`src/rtl/simd_lane_serializer_if.sv`:
```
// rtl/simd_lane_serializer_if.sv - vector-in / lane-out stream bundle for simd_lane_serializer
interface simd_lane_serializer_if #(
  parameter int N     = 4,
  parameter int W     = 10,
  parameter int DEPTH = 2
);
  localparam int LW = $clog2(N);
  localparam int CW = $clog2(DEPTH) + 1;

  logic          clear;
  logic          in_valid;
  logic [W-1:0]  in_data [N];
  logic          in_ready;
  logic          out_valid;
  logic [W-1:0]  out_data;
  logic [LW-1:0] out_lane;
  logic          out_last;
  logic          out_ready;
  logic          overflow;
  logic [CW-1:0] occupancy;

  // Producer/consumer side: drives vectors in, takes lanes out.
  modport master (
    output clear, in_valid, in_data, out_ready,
    input  in_ready, out_valid, out_data, out_lane, out_last, overflow, occupancy
  );

  // Serializer side.
  modport slave (
    input  clear, in_valid, in_data, out_ready,
    output in_ready, out_valid, out_data, out_lane, out_last, overflow, occupancy
  );
endinterface

```
`src/rtl/simd_lane_serializer.sv`:
```
// rtl/simd_lane_serializer.sv - buffers N-lane result vectors and streams them out one lane per cycle
module simd_lane_serializer #(
  parameter int N     = 4,
  parameter int W     = 10,
  parameter int DEPTH = 2
) (
  input logic                    clk,
  input logic                    rst,
  simd_lane_serializer_if.slave  bus
);
  localparam int LW = $clog2(N);
  localparam int PW = $clog2(DEPTH);
  localparam int CW = PW + 1;
  localparam logic [LW-1:0] LAST_LANE = LW'(N - 1);
  localparam logic [CW-1:0] DEPTH_C   = CW'(DEPTH);

  // Vector storage; contents are never reset, only the bookkeeping is.
  logic [W-1:0]  vbuf_q [DEPTH][N];

  logic [PW-1:0] wr_ptr_q, wr_ptr_d;
  logic [PW-1:0] rd_ptr_q, rd_ptr_d;
  logic [CW-1:0] count_q, count_d;
  logic [LW-1:0] lane_q, lane_d;
  logic          overflow_q, overflow_d;

  logic out_valid;
  logic out_last;
  logic pop;
  logic pop_last;
  logic in_ready;
  logic accept;

  // Handshake decode: a full buffer may still accept when its head vector leaves this cycle.
  always_comb begin
    out_valid = (count_q != '0);
    out_last  = (lane_q == LAST_LANE);
    pop       = out_valid && bus.out_ready;
    pop_last  = pop && out_last;
    in_ready  = (count_q < DEPTH_C) || pop_last;
    accept    = bus.in_valid && in_ready && !bus.clear;
  end

  // Next-state for pointers, count, lane counter and sticky overflow; clear wins over everything.
  always_comb begin
    wr_ptr_d   = wr_ptr_q;
    rd_ptr_d   = rd_ptr_q;
    count_d    = count_q;
    lane_d     = lane_q;
    overflow_d = overflow_q;
    if (bus.clear) begin
      wr_ptr_d   = '0;
      rd_ptr_d   = '0;
      count_d    = '0;
      lane_d     = '0;
      overflow_d = 1'b0;
    end else begin
      if (accept) begin
        wr_ptr_d = wr_ptr_q + 1'b1;
      end
      if (pop) begin
        if (out_last) begin
          lane_d   = '0;
          rd_ptr_d = rd_ptr_q + 1'b1;
        end else begin
          lane_d   = lane_q + 1'b1;
        end
      end
      case ({accept, pop_last})
        2'b10:   count_d = count_q + 1'b1;
        2'b01:   count_d = count_q - 1'b1;
        default: count_d = count_q;
      endcase
      if (bus.in_valid && !in_ready) begin
        overflow_d = 1'b1;
      end
    end
  end

  // Control state register with asynchronous reset.
  always_ff @(posedge clk or posedge rst) begin
    if (rst) begin
      wr_ptr_q   <= '0;
      rd_ptr_q   <= '0;
      count_q    <= '0;
      lane_q     <= '0;
      overflow_q <= 1'b0;
    end else begin
      wr_ptr_q   <= wr_ptr_d;
      rd_ptr_q   <= rd_ptr_d;
      count_q    <= count_d;
      lane_q     <= lane_d;
      overflow_q <= overflow_d;
    end
  end

  // Capture an accepted vector into the slot at the write pointer.
  always_ff @(posedge clk) begin
    if (accept) begin
      vbuf_q[wr_ptr_q] <= bus.in_data;
    end
  end

  assign bus.in_ready  = in_ready;
  assign bus.out_valid = out_valid;
  assign bus.out_data  = vbuf_q[rd_ptr_q][lane_q];
  assign bus.out_lane  = lane_q;
  assign bus.out_last  = out_last;
  assign bus.overflow  = overflow_q;
  assign bus.occupancy = count_q;
endmodule

```
`src/flat_wrapper.sv`:
```
// flat-port wrapper written by rule: the top's interface ports become plain ports
module simd_lane_serializer_flat 
#(
  parameter int N     = 4,
  parameter int W     = 10,
  parameter int DEPTH = 2
)
  (clk, rst, bus_clear, bus_in_valid, bus_in_data, bus_out_ready, bus_in_ready, bus_out_valid, bus_out_data, bus_out_lane, bus_out_last, bus_overflow, bus_occupancy);
  simd_lane_serializer_if #(.N(N), .W(W), .DEPTH(DEPTH)) bus_i ();
  input logic clk;
  input logic rst;
  input wire logic [$bits(bus_i.clear)-1:0] bus_clear;
  input wire logic [$bits(bus_i.in_valid)-1:0] bus_in_valid;
  input wire logic [$bits(bus_i.in_data)-1:0] bus_in_data;
  input wire logic [$bits(bus_i.out_ready)-1:0] bus_out_ready;
  output wire logic [$bits(bus_i.in_ready)-1:0] bus_in_ready;
  output wire logic [$bits(bus_i.out_valid)-1:0] bus_out_valid;
  output wire logic [$bits(bus_i.out_data)-1:0] bus_out_data;
  output wire logic [$bits(bus_i.out_lane)-1:0] bus_out_lane;
  output wire logic [$bits(bus_i.out_last)-1:0] bus_out_last;
  output wire logic [$bits(bus_i.overflow)-1:0] bus_overflow;
  output wire logic [$bits(bus_i.occupancy)-1:0] bus_occupancy;
  assign bus_i.clear = bus_clear;
  assign bus_i.in_valid = bus_in_valid;
  assign bus_i.in_data = {>>{bus_in_data}};
  assign bus_i.out_ready = bus_out_ready;
  assign bus_in_ready = bus_i.in_ready;
  assign bus_out_valid = bus_i.out_valid;
  assign bus_out_data = bus_i.out_data;
  assign bus_out_lane = bus_i.out_lane;
  assign bus_out_last = bus_i.out_last;
  assign bus_overflow = bus_i.overflow;
  assign bus_occupancy = bus_i.occupancy;
  simd_lane_serializer #(.N(N), .W(W), .DEPTH(DEPTH)) u_core (.clk(clk), .rst(rst), .bus(bus_i));
endmodule
```
`config.mk`:
```
export PLATFORM = sky130hd
export DESIGN_NAME = simd_lane_serializer_flat
export DESIGN_NICKNAME = d
export VERILOG_FILES = /design/src/rtl/simd_lane_serializer_if.sv /design/src/rtl/simd_lane_serializer.sv /design/src/flat_wrapper.sv
export SDC_FILE = /design/constraint.sdc
export NUM_CORES = 1
export LEC_CHECK = 0
export CORE_MARGIN = 5
export CORE_UTILIZATION = 50
export DETAILED_ROUTE_END_ITERATION = 7
export HOLD_SLACK_MARGIN = 0.06
export PLACE_DENSITY = 0.88
export SLEW_MARGIN = 20
export SYNTH_ARGS = -nofsm -noshare
export SYNTH_HDL_FRONTEND = slang
export SYNTH_SLANG_ARGS = --single-unit
```
`constraint.sdc`:
```
create_clock -name clk -period 8.5 [get_ports clk]
set_clock_uncertainty 0.2 [all_clocks]
set_input_delay 1.275 -clock clk [delete_from_list [all_inputs] [get_ports clk]]
set_output_delay 1.275 -clock clk [all_outputs]
set_load 0.02 [all_outputs]
```
### Ports around the boundary

Pins as bars across the die edge, other pins in gray.
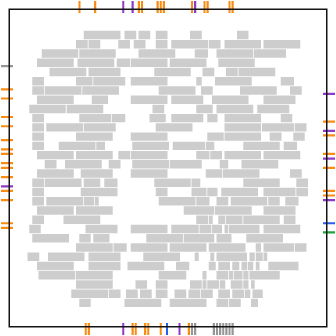
legend:
  bus_out_valid:
    color: green
    pins: 1
    direction: output
    edge: right
  bus_out_lane:
    color: blue
    pins: 2
    direction: output
    edge: 1 right, 1 bottom
  bus_out_data:
    color: purple
    pins: 10
    direction: output
    edge: 4 right, 3 top, 2 bottom, 1 left
  bus_in_data:
    color: orange
    pins: 40
    direction: input
    edge: 14 left, 12 top, 8 bottom, 6 right
all pins by edge: 20 bottom, 16 left, 15 top, 12 right
Chip Height: 93.0 µm
IO Port Bufs: 62
DIE WIDTH: 93.0 µm

==> results.py <==
# Physical implementation metrics
metrics = {
    "clock_network": {
        "clock_latency_ps": 340,
        "root_buffer": "clkbuf_8",
        "clkTransAtPathRegs_ps": 80,
        "cts_tree": "yes",
        "ctsResizeCount": 0,
        "h-tree-depth": 3,
        "cts_buffer_depth": 2,
    },
    "floorplan": {
        "initCoreUtil": 0.510,
        "taps": 80,
        "rows": 30,
        "ios": 63,
        "coreArea_mm2": 0.00676,
    },
    "final_layout": {
        "layout_top_cell": "edfxtp_1",
        "instances_no_fill": 311,
        "logic_area_um2": 830,
        "flop_area_mm2": 0.00258,
        "buffer_area_frac": 0.148,
        "drive_above_1_share": 0.147,
        "buffers_excl_clock": 65,
        "sh_seq_area": 0.591,
        "largest_class": "sequential cells",
        "final-clk-cell-share": 0.0451,
        "largest_reg_flops": 80,
        "top_register": "u_core.vbuf_q",
        "comb_share": 0.190,
        "final_cell_mix": "80 x edfxtp_1, 62 x clkdlybuf4s50_1, 18 x mux4_1, 11 x mux2_2, 9 x clkbuf_8",
        "clkbuf_count": 9,
        "num_antenna_cells": 0,
    },
    "job": {
        "warnings": 26,
        "drv_cap": 0,
    },
    "pwr": {
        "combPwrFrac": 0.108,
        "p_leak_nw": 1.47,
        "power.density_mw_per_mm2": 198,
        "swShare": 0.216,
        "maxPowerGroup": "registers",
        "p_int_uw": 678,
        "p_sw_uw": 187,
    },
    "status": {
        "outcome": "finished, final reports clean",
    },
    "worst_setup_path": {
        "worstReg2RegEnd": "u_core.vbuf_q[1][3]",
        "endpoint": "bus_out_data[3]",
        "reg2reg_slack_ps": 5080,
        "path_cells": "buf_4 -> mux4_1 -> mux2_2 -> clkdlybuf4s50_1",
        "end_kind": "output pin",
        "rr_worst_depth": 5,
        "critPathKind": "register to output pin",
        "start_kind": "register",
        "worstPathMaxFanout": 12,
        "r2r-start": "u_core.bus.out_lane[1]",
        "cp.arrival_ps": 2760,
        "crit_path_start": "u_core.bus.out_lane[0]",
        "crit_path_top_delay_cell": "dfrtp_1",
    },
    "logic_synthesis": {
        "ys_sh_aoi": 0.0214,
        "synth_cell_type_count": 28,
        "yosys-stat-area_mm2": 0.00345,
        "synth-main-ff-cell": "edfxtp_1",
        "edf_count": 80,
        "synthCells": 156,
        "yosys_cells": 156,
        "mux_share": 0.189,
        "avgSynthCellArea_um2": 22.1,
        "netlist_area_mm2": 0.00345,
        "syn_nets": 202,
        "synth_top_area_share": 0.697,
        "synth_flops": 87,
        "async_flop_share": 0.0805,
        "ys_sh_simple": 0.0210,
        "synth-xor-area-share": 0.00254,
        "ys_seq_frac": 0.747,
    },
    "grt": {
        "grt.busiest_layer": "met2",
        "grt_max_degree": 29,
        "grt_first_pass_wirelength_um": 8900,
        "grt-ovfl-total": 0,
        "antenna_found_initial": 0,
        "use_met3": 0.0402,
        "first_global_vias": 1835,
        "grtUsageTotal": 0.141,
    },
    "drt": {
        "drt-wirelength-per-cell_um": 17.9,
        "routed-via-count": 1693,
        "wl_met2_um": 3110,
        "routed_wirelength_um": 5580,
        "wl_met1_um": 2120,
        "detail-route-antenna-nets": 0,
        "drtPass1Iterations": 4,
        "drt_iter0_markers": 72,
        "route.detailed.drc": 0,
        "maxUsedRoutingLayer": "met4",
    },
    "placement": {
        "pre_cts_slack_ps": 4480,
        "place_inst": 295,
        "hpwl_um": 3760,
    },
    "sta": {
        "max_clock_freq_ghz": 0.236,
        "tns_ps": 0,
        "hold_viol_final": 0,
        "setup_violations": 0,
        "min_period_over_period": 0.499,
        "worstMarginPinSlew_ps": 984,
        "slew_viol_final": 0,
        "fin_crit_ps": 4240,
        "finalWorstSetupSlack_ps": 4260,
        "slew_headroom": 0.341,
    },
    "min_path": {
        "holdCritPathClass": "register to register",
        "worstHoldStart": "u_core.bus.overflow",
    },
}
### Clock routing

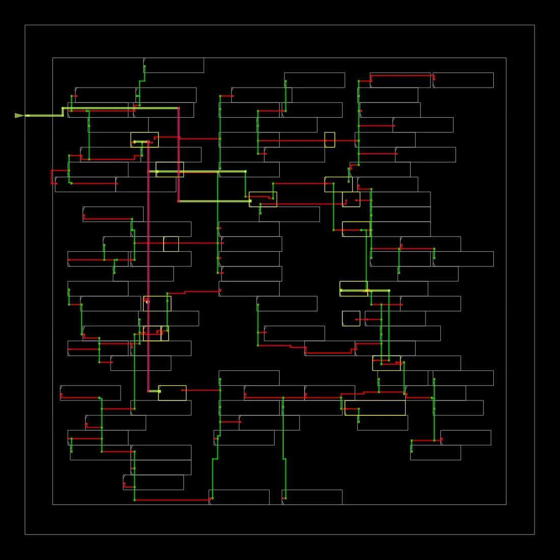
P_clk: 276 µW
FFs & Latches: 87
Sink Count: 87
CTS buffer count: 9

worst max-delay path, delay by kind of cell, from the launching register on:
family	cells	cell delay [ps]
mux	2	860
flops	1	680
buf+inv	2	870
per-stage QoR:
step | util | hold slack (ps) | area, µm²
3_5_place_dp | 0.616 | 306 | 4160
4_1_cts | 0.645 | 324 | 4360
6_report | 0.645 | 326 | 4360
5_1_grt | 0.645 | 355 | 4360
3_3_place_gp | 0.616 | 280 | 4160
2_1_floorplan | - | 337 | 3450
cells in the mapped netlist (2+ instances only):
master    count
dfrtp_1       7
nor2_1        5
a31oi_1       2
mux4_2        2
inv_1         3
buf_2         2
o21ai_0       5
mux4_1       18
edfxtp_1     80
mux2_2       11
a21oi_1       2
buf_6         2
nand2_1       2
Power figures rest on the tool's default switching activity, not on a simulated workload.
